## src/rtl/des_key_pkg.sv

```systemverilog
// des_key_pkg
//   Shared types, constants and helper functions for the DES key schedule
//   controller: FSM state encoding, round count, per-round shift table,
//   PC-1 / PC-2 selection tables and the 28-bit rotate.
//   Bit numbering follows the DES standard: bit 1 is the MSB of every vector.
package des_key_pkg;

    typedef enum logic [1:0] {
        IDLE = 2'd0,
        GEN  = 2'd1,
        DONE = 2'd2
    } state_t;

    localparam int          DES_ROUNDS = 16;
    localparam logic [3:0]  LAST_ROUND = 4'(DES_ROUNDS - 1);

    // Read request into the subkey store.
    typedef struct packed {
        logic [3:0] idx;
        logic       decrypt;
    } sk_rd_req_t;

    // Left-rotate amount per round; sums to 28 so C/D return to PC-1(key).
    localparam logic [1:0] SHIFT_TAB [DES_ROUNDS] = '{
        2'd1, 2'd1, 2'd2, 2'd2, 2'd2, 2'd2, 2'd2, 2'd2,
        2'd1, 2'd2, 2'd2, 2'd2, 2'd2, 2'd2, 2'd2, 2'd1
    };

    // PC-1: 64-bit key -> 56-bit C||D (parity bits 8,16,..,64 dropped).
    localparam int PC1_TAB [56] = '{
        57, 49, 41, 33, 25, 17,  9,
         1, 58, 50, 42, 34, 26, 18,
        10,  2, 59, 51, 43, 35, 27,
        19, 11,  3, 60, 52, 44, 36,
        63, 55, 47, 39, 31, 23, 15,
         7, 62, 54, 46, 38, 30, 22,
        14,  6, 61, 53, 45, 37, 29,
        21, 13,  5, 28, 20, 12,  4
    };

    // PC-2: 56-bit C||D -> 48-bit round subkey.
    localparam int PC2_TAB [48] = '{
        14, 17, 11, 24,  1,  5,
         3, 28, 15,  6, 21, 10,
        23, 19, 12,  4, 26,  8,
        16,  7, 27, 20, 13,  2,
        41, 52, 31, 37, 47, 55,
        30, 40, 51, 45, 33, 48,
        44, 49, 39, 56, 34, 53,
        46, 42, 50, 36, 29, 32
    };

    function automatic logic [1:28] rotl28(input logic [1:28] x, input logic [1:0] n);
        logic [1:28] r;
        case (n)
            2'd1:    r = {x[2:28], x[1]};
            2'd2:    r = {x[3:28], x[1:2]};
            default: r = x;
        endcase
        return r;
    endfunction

    function automatic logic [1:56] pc1(input logic [1:64] k);
        logic [1:56] r;
        r = '0;
        for (int i = 0; i < 56; i++) r[i+1] = k[PC1_TAB[i]];
        return r;
    endfunction

    function automatic logic [1:48] pc2(input logic [1:56] cd);
        logic [1:48] r;
        r = '0;
        for (int i = 0; i < 48; i++) r[i+1] = cd[PC2_TAB[i]];
        return r;
    endfunction

    // Every key byte must carry an odd number of ones.
    function automatic logic key_parity_ok(input logic [1:64] k);
        logic ok;
        ok = 1'b1;
        for (int b = 0; b < 8; b++) ok = ok & (^k[b*8+1 +: 8]);
        return ok;
    endfunction

endpackage

```

## src/rtl/des_key_sched_ctrl_subgen.sv

```systemverilog
// des_subkey_gen
//   Combinational round step: rotates C and D by the round's shift amount
//   and forms the 48-bit PC-2 subkey from the rotated halves.
//   Ports:
//     c, d         in   current 28-bit halves
//     shift        in   rotate amount (1 or 2)
//     c_rot, d_rot out  rotated halves (next C/D)
//     subkey       out  PC-2(c_rot || d_rot)
module des_subkey_gen
    import des_key_pkg::*;
(
    input  logic [1:28] c,
    input  logic [1:28] d,
    input  logic [1:0]  shift,
    output logic [1:28] c_rot,
    output logic [1:28] d_rot,
    output logic [1:48] subkey
);

    always_comb begin
        c_rot  = rotl28(c, shift);
        d_rot  = rotl28(d, shift);
        subkey = pc2({c_rot, d_rot});
    end

endmodule

```

## src/rtl/des_key_sched_ctrl.sv

```systemverilog
// des_key_sched_ctrl
//   DES key schedule sequencer and 16-entry subkey store. A key accepted on
//   the valid/ready handshake is loaded through PC-1, then one round per
//   cycle is rotated and PC-2'd into entry[round]. Subkeys are read back by
//   round index, forward or reversed, through a registered read port.
//   Optional build macro: DES_KEY_PARITY_CHK_EN enables odd-parity checking
//   of offered keys; without it parity bits are ignored and parity_err is 0.
//   Ports:
//     clk, rst     clock, async active-high reset
//     key_in       64-bit key (bit 1 = MSB)
//     key_valid    key presented
//     key_ready    key accepted this cycle if valid (IDLE/DONE)
//     sk_idx       round index 0..15
//     sk_decrypt   1 = read entry 15-sk_idx
//     sk_out       registered subkey read
//     sched_ready  all 16 entries valid for the last accepted key
//     busy         generation in progress
//     parity_err   last offered key had a bad parity byte
module des_key_sched_ctrl
    import des_key_pkg::*;
(
    input  logic        clk,
    input  logic        rst,
    input  logic [1:64] key_in,
    input  logic        key_valid,
    output logic        key_ready,
    input  logic [3:0]  sk_idx,
    input  logic        sk_decrypt,
    output logic [1:48] sk_out,
    output logic        sched_ready,
    output logic        busy,
    output logic        parity_err
);

    state_t       state_q, state_d;
    logic [3:0]   round_q;
    logic [1:28]  c_q, d_q;
    logic [1:28]  c_rot, d_rot;
    logic [1:48]  subkey;
    logic [1:48]  rf [DES_ROUNDS];
    logic         hs, key_bad, load;
    sk_rd_req_t   rd_req;
    logic [3:0]   rd_idx;

`ifdef DES_KEY_PARITY_CHK_EN
    logic parity_err_q;

    assign key_bad = ~key_parity_ok(key_in);

    // Bad key is still consumed; the flag tracks the most recent handshake.
    always_ff @(posedge clk or posedge rst) begin
        if (rst)     parity_err_q <= 1'b0;
        else if (hs) parity_err_q <= key_bad;
    end

    assign parity_err = parity_err_q;
`else
    assign key_bad    = 1'b0;
    assign parity_err = 1'b0;
`endif

    assign hs   = key_valid && key_ready;
    assign load = hs && !key_bad;

    always_ff @(posedge clk or posedge rst) begin
        if (rst) state_q <= IDLE;
        else     state_q <= state_d;
    end

    // Next state and status outputs. Handshake is derived from state here
    // rather than from key_ready to keep this block free of self-reads.
    always_comb begin
        state_d     = state_q;
        key_ready   = (state_q != GEN);
        busy        = (state_q == GEN);
        sched_ready = (state_q == DONE);
        case (state_q)
            IDLE, DONE: if (key_valid) state_d = key_bad ? IDLE : GEN;
            GEN:        if (round_q == LAST_ROUND) state_d = DONE;
            default:    state_d = IDLE;
        endcase
    end

    des_subkey_gen u_subgen (
        .c      (c_q),
        .d      (d_q),
        .shift  (SHIFT_TAB[round_q]),
        .c_rot  (c_rot),
        .d_rot  (d_rot),
        .subkey (subkey)
    );

    assign rd_req = '{idx: sk_idx, decrypt: sk_decrypt};
    // 15 - idx
    assign rd_idx = rd_req.decrypt ? ~rd_req.idx : rd_req.idx;

    // Register file is deliberately not cleared on a new key: entries not yet
    // rewritten keep the previous schedule until their round comes up.
    always_ff @(posedge clk or posedge rst) begin
        if (rst) begin
            c_q     <= '0;
            d_q     <= '0;
            round_q <= '0;
            sk_out  <= '0;
            for (int i = 0; i < DES_ROUNDS; i++) rf[i] <= '0;
        end else begin
            sk_out <= rf[rd_idx];
            if (load) begin
                {c_q, d_q} <= pc1(key_in);
                round_q    <= '0;
            end else if (state_q == GEN) begin
                c_q         <= c_rot;
                d_q         <= d_rot;
                rf[round_q] <= subkey;
                if (round_q != LAST_ROUND) round_q <= round_q + 4'd1;
            end
        end
    end

endmodule

```

## config.mk

```make
export PLATFORM = sky130hd
export DESIGN_NAME = des_key_sched_ctrl
export DESIGN_NICKNAME = d
export VERILOG_FILES = /design/src/rtl/des_key_pkg.sv /design/src/rtl/des_key_sched_ctrl_subgen.sv /design/src/rtl/des_key_sched_ctrl.sv
export SDC_FILE = /design/constraint.sdc
export NUM_CORES = 2
export LEC_CHECK = 0
export CAP_MARGIN = 5
export CELL_PAD_IN_SITES_DETAIL_PLACEMENT = 1
export CELL_PAD_IN_SITES_GLOBAL_PLACEMENT = 1
export CORE_ASPECT_RATIO = 1.25
export CORE_MARGIN = 2
export CORE_UTILIZATION = 45
export CTS_BUF_LIST = sky130_fd_sc_hd__clkbuf_4 sky130_fd_sc_hd__clkbuf_8
export CTS_CLUSTER_SIZE = 24
export DETAILED_ROUTE_END_ITERATION = 7
export GPL_ROUTABILITY_DRIVEN = 0
export GPL_TIMING_DRIVEN = 0
export PLACE_DENSITY = 0.83
export SETUP_SLACK_MARGIN = 0.4
export SYNTH_ARGS = -nofsm -noshare
export SYNTH_HDL_FRONTEND = slang
export SYNTH_HIERARCHICAL = 1
export SYNTH_SLANG_ARGS = --single-unit
```

## constraint.sdc

```tcl
create_clock -name clk -period 45.7 [get_ports clk]
set_input_delay 9.14 -clock clk [delete_from_list [all_inputs] [get_ports clk]]
set_output_delay 9.14 -clock clk [all_outputs]
set_load 0.01 [all_outputs]
```

Figure 1. Where the registers sit.
Scale bar: 100 um.
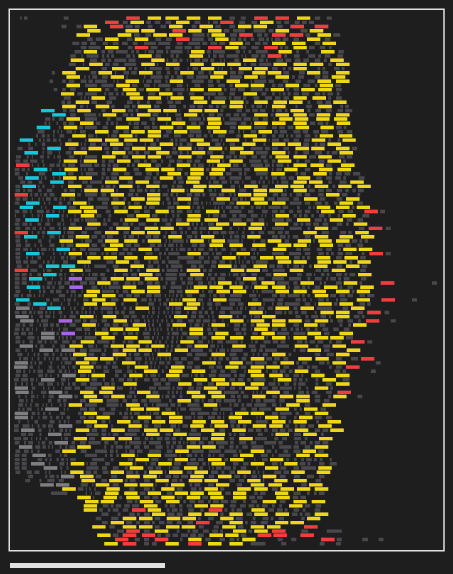
- d_q: cyan (flops 28)
- rf: yellow (flops 768)
- sk_out: red (flops 48)
- round_q: purple (flops 4; where west)
- not colored: 30
Seq area share: 45.14%
sequential-cell power consumption: 0.00126 W
Final Util: 51.55%

Figure 2. Zoomed window.
Scale bar: 10 um. Window x 58 to 83, y 75 to 100 um. Cells in gray, sequential cells in the stronger gray; small squares are vias.
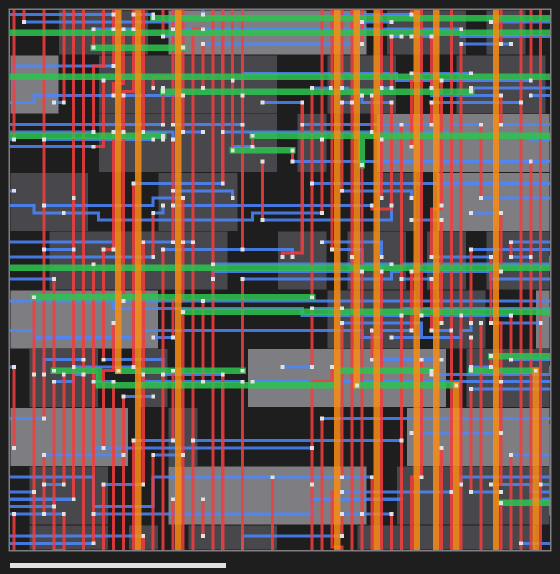
- M1: blue
- M3: green
- M2: red
- M4: orange
- cells with their middle in the window: 32
- sequential cells in the window: 8
- netlist names of flops here include: rf (8)
- most frequent: dfrtp_1 (8), mux2_2 (5), mux4_2 (4)

==> run notes <==
Quick summary of the implementation run below.

The number of global-route vias before repair came out at 34520. The stage logs contain a warning count of 54. The worst hold path belongs to the class reg -> reg.

The maximum count of clock buffers along a single path came out at 3. The tree is rooted in a clkbuf_8. The cell count after synthesis came out at roughly 3300. TritonCTS built the clock tree. The number of cells on the worst hold path came out at 2. The die footprint is around 98000 um2. The worst setup path is captured at an output pin. The largest net degree at the start of global routing came out at about 130. The tally of unique sky130hd cells used after synthesis came out at roughly 43.

Looking at the worst setup and hold paths, the clock pins of their registers show a slew of ~60 ps. Ranking logic cells in the layout by count gives the top entries dfrtp_1, mux2_2, nand2_1, o22ai_1, clkbuf_8. The skew report gives the latency at the later pin of the worst-skew pair as 860 ps. The reg-to-reg critical path startpoint is round_q[0]. In the synthesized netlist the dominant register cell turns out to be dfrtp_1.

Per the synth log, the flip-flop and latch total comes to around 880. In the synthesized netlist the async set-or-reset flop fraction comes to 100.0%. The post-detailed-route via-to-cell ratio is around 6.4. The number of buffers added for setup after CTS came out at 0. The per-cell routed wire length came out at slightly below 30 um.

Counting every sink on the clock net gives between 800 and 900. The initial antenna violation count is 9. The power density relative to cell area came out at around 65 nW/um2. The length of the first detailed-routing pass in iterations came out at 7. The max-slew violation count came out at 0. The proportion of synthesized chip area in sequential cells is around 51%.

The row count is around 130. The arrival time at the worst endpoint came out at between 3000 and 4000 ps. The cell count of the worst reg-to-reg path is 11.

The largest vdd supply drop came out at around 0.000052 V. The worst-margin pin slew is between 1000 and 1500 ps. The flow ran to the end, and the final reports show no timing, DRC or antenna violations. The clock skew after layout came out at around 40 ps. After clock tree synthesis, the repair step resized 0 gates.
Figure 3. Wires at chosen ports, followed through buffers.
Scale bar: 100 um.
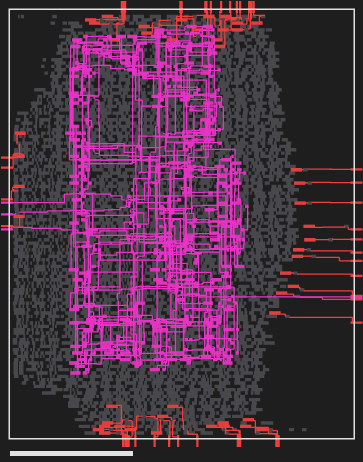
- sk_out: red (bits 48; direction output; end cells 48; wire 1440 um)
- sk_idx: magenta (bits 4; direction input; end cells 418; wire 14300 um)
num ports: 124
count of buffers inserted at the top-level ports: 112

Figure 4. Track usage over the die.
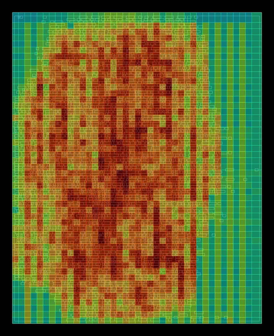
met2 track demand over resource: 49.89%
fraction of met1 tracks used by global routing: 34.64%
total routing resource utilization after global routing: 29.85%

==> metrics by stage <==
stage	instance area, um2	power (W)	worst slack [ps]	util [%]	std cells
6_report	48680	0.003162	33210	51.55	4842
5_1_grt	48670	0.003302	33060	51.54	4840
4_1_cts	48670	0.003144	33120	51.54	4839
3_5_place_dp	45780	0.002417	33060	48.48	4598
3_3_place_gp	45580	0.002339	1807	48.27	4591
2_1_floorplan	42940	0.001998	11880	-	3263
==> cells in the mapped netlist (47+ instances only) <==
cell,count
mux4_2,145
buf_2,92
dfrtp_1,878
clkbuf_1,134
a22oi_1,63
nand2b_1,49
buf_4,78
a31oi_1,48
mux2i_1,167
o22ai_1,184
o21ai_0,107
nand2_1,268
mux2_2,721
o21ai_1,56
a221oi_1,47
==> worst min-delay path, cell delays in order (launching register included) <==
cell	delay [ps]
dfrtp_1	360
nand2_1	60
nand2_1	60
==> per-layer routing <==
metal / part of all wire (%) / routed length (um) / up-vias / global-route usage, %
met1: 37 / 53140 / 16400 / 34.64
li1: - / - / 12700 / -
met4: 6.5 / 9452 / 6 / 18.78
met2: 49 / 71380 / 1415 / 49.89
met5: 0.029 / 42 / - / 0
met3: 7.2 / 10430 / 534 / 7.010
==> worst max path at each step <==
stage                 endpoint  slack, ps        from  cells after the start
global placement       rf[116]       1810         rst                      2
detailed placement  sk_out[20]      33060  sk_decrypt                      7
CTS                       busy      33120  state_q[1]                      5
floorplan              c_q[10]      11880         rst                      1
global route              busy      33060  state_q[1]                      5
finish                    busy      33210  state_q[1]                      5
==> kinds of logic (layout without fill, tap and decap cells) <==
family,count (synthesis),in the layout,share of synthesized area [%]
AND-OR/OR-AND,616,616,9.942
XOR/XNOR,3,3,0.06120
adder cells (fa/ha/maj),7,7,0.2040
buffers and inverters,368,728,4.674
flip-flops,878,878,51.17
multiplexers,1033,1033,30.41
other,1,4,0.008733
AND/OR/NAND/NOR,357,357,3.535
==> flip-flops by register name, summed over array words and instances, names as in the netlist <==
signal   flops
rf         768
sk_out      48
d_q         28
round_q      4
state_q      2
c_q         28
==> report_power, final <==
| part | switching [W] | internal (W) | total, W |
|---|---|---|---|
| sequential | 0.000206 | 0.00105 | 0.00126 |
| clock | 0.000326 | 0.000388 | 0.000714 |
| combinational | 0.000653 | 0.000535 | 0.00119 |
| total | 0.00119 | 0.00198 | 0.00316 |
==> layout make-up <==
type	count	area (um2)
fillers	9499	45760
flip-flops and latches	878	21970
multi-input cells	2017	18960
clock buffers	221	2723
plain buffers	361	1981
well taps	1216	1521
repair buffers	119	1314
clock inverters	20	165.2
inverters	7	33.78
diodes	3	7.507
Power and IR drop assume default switching activity.
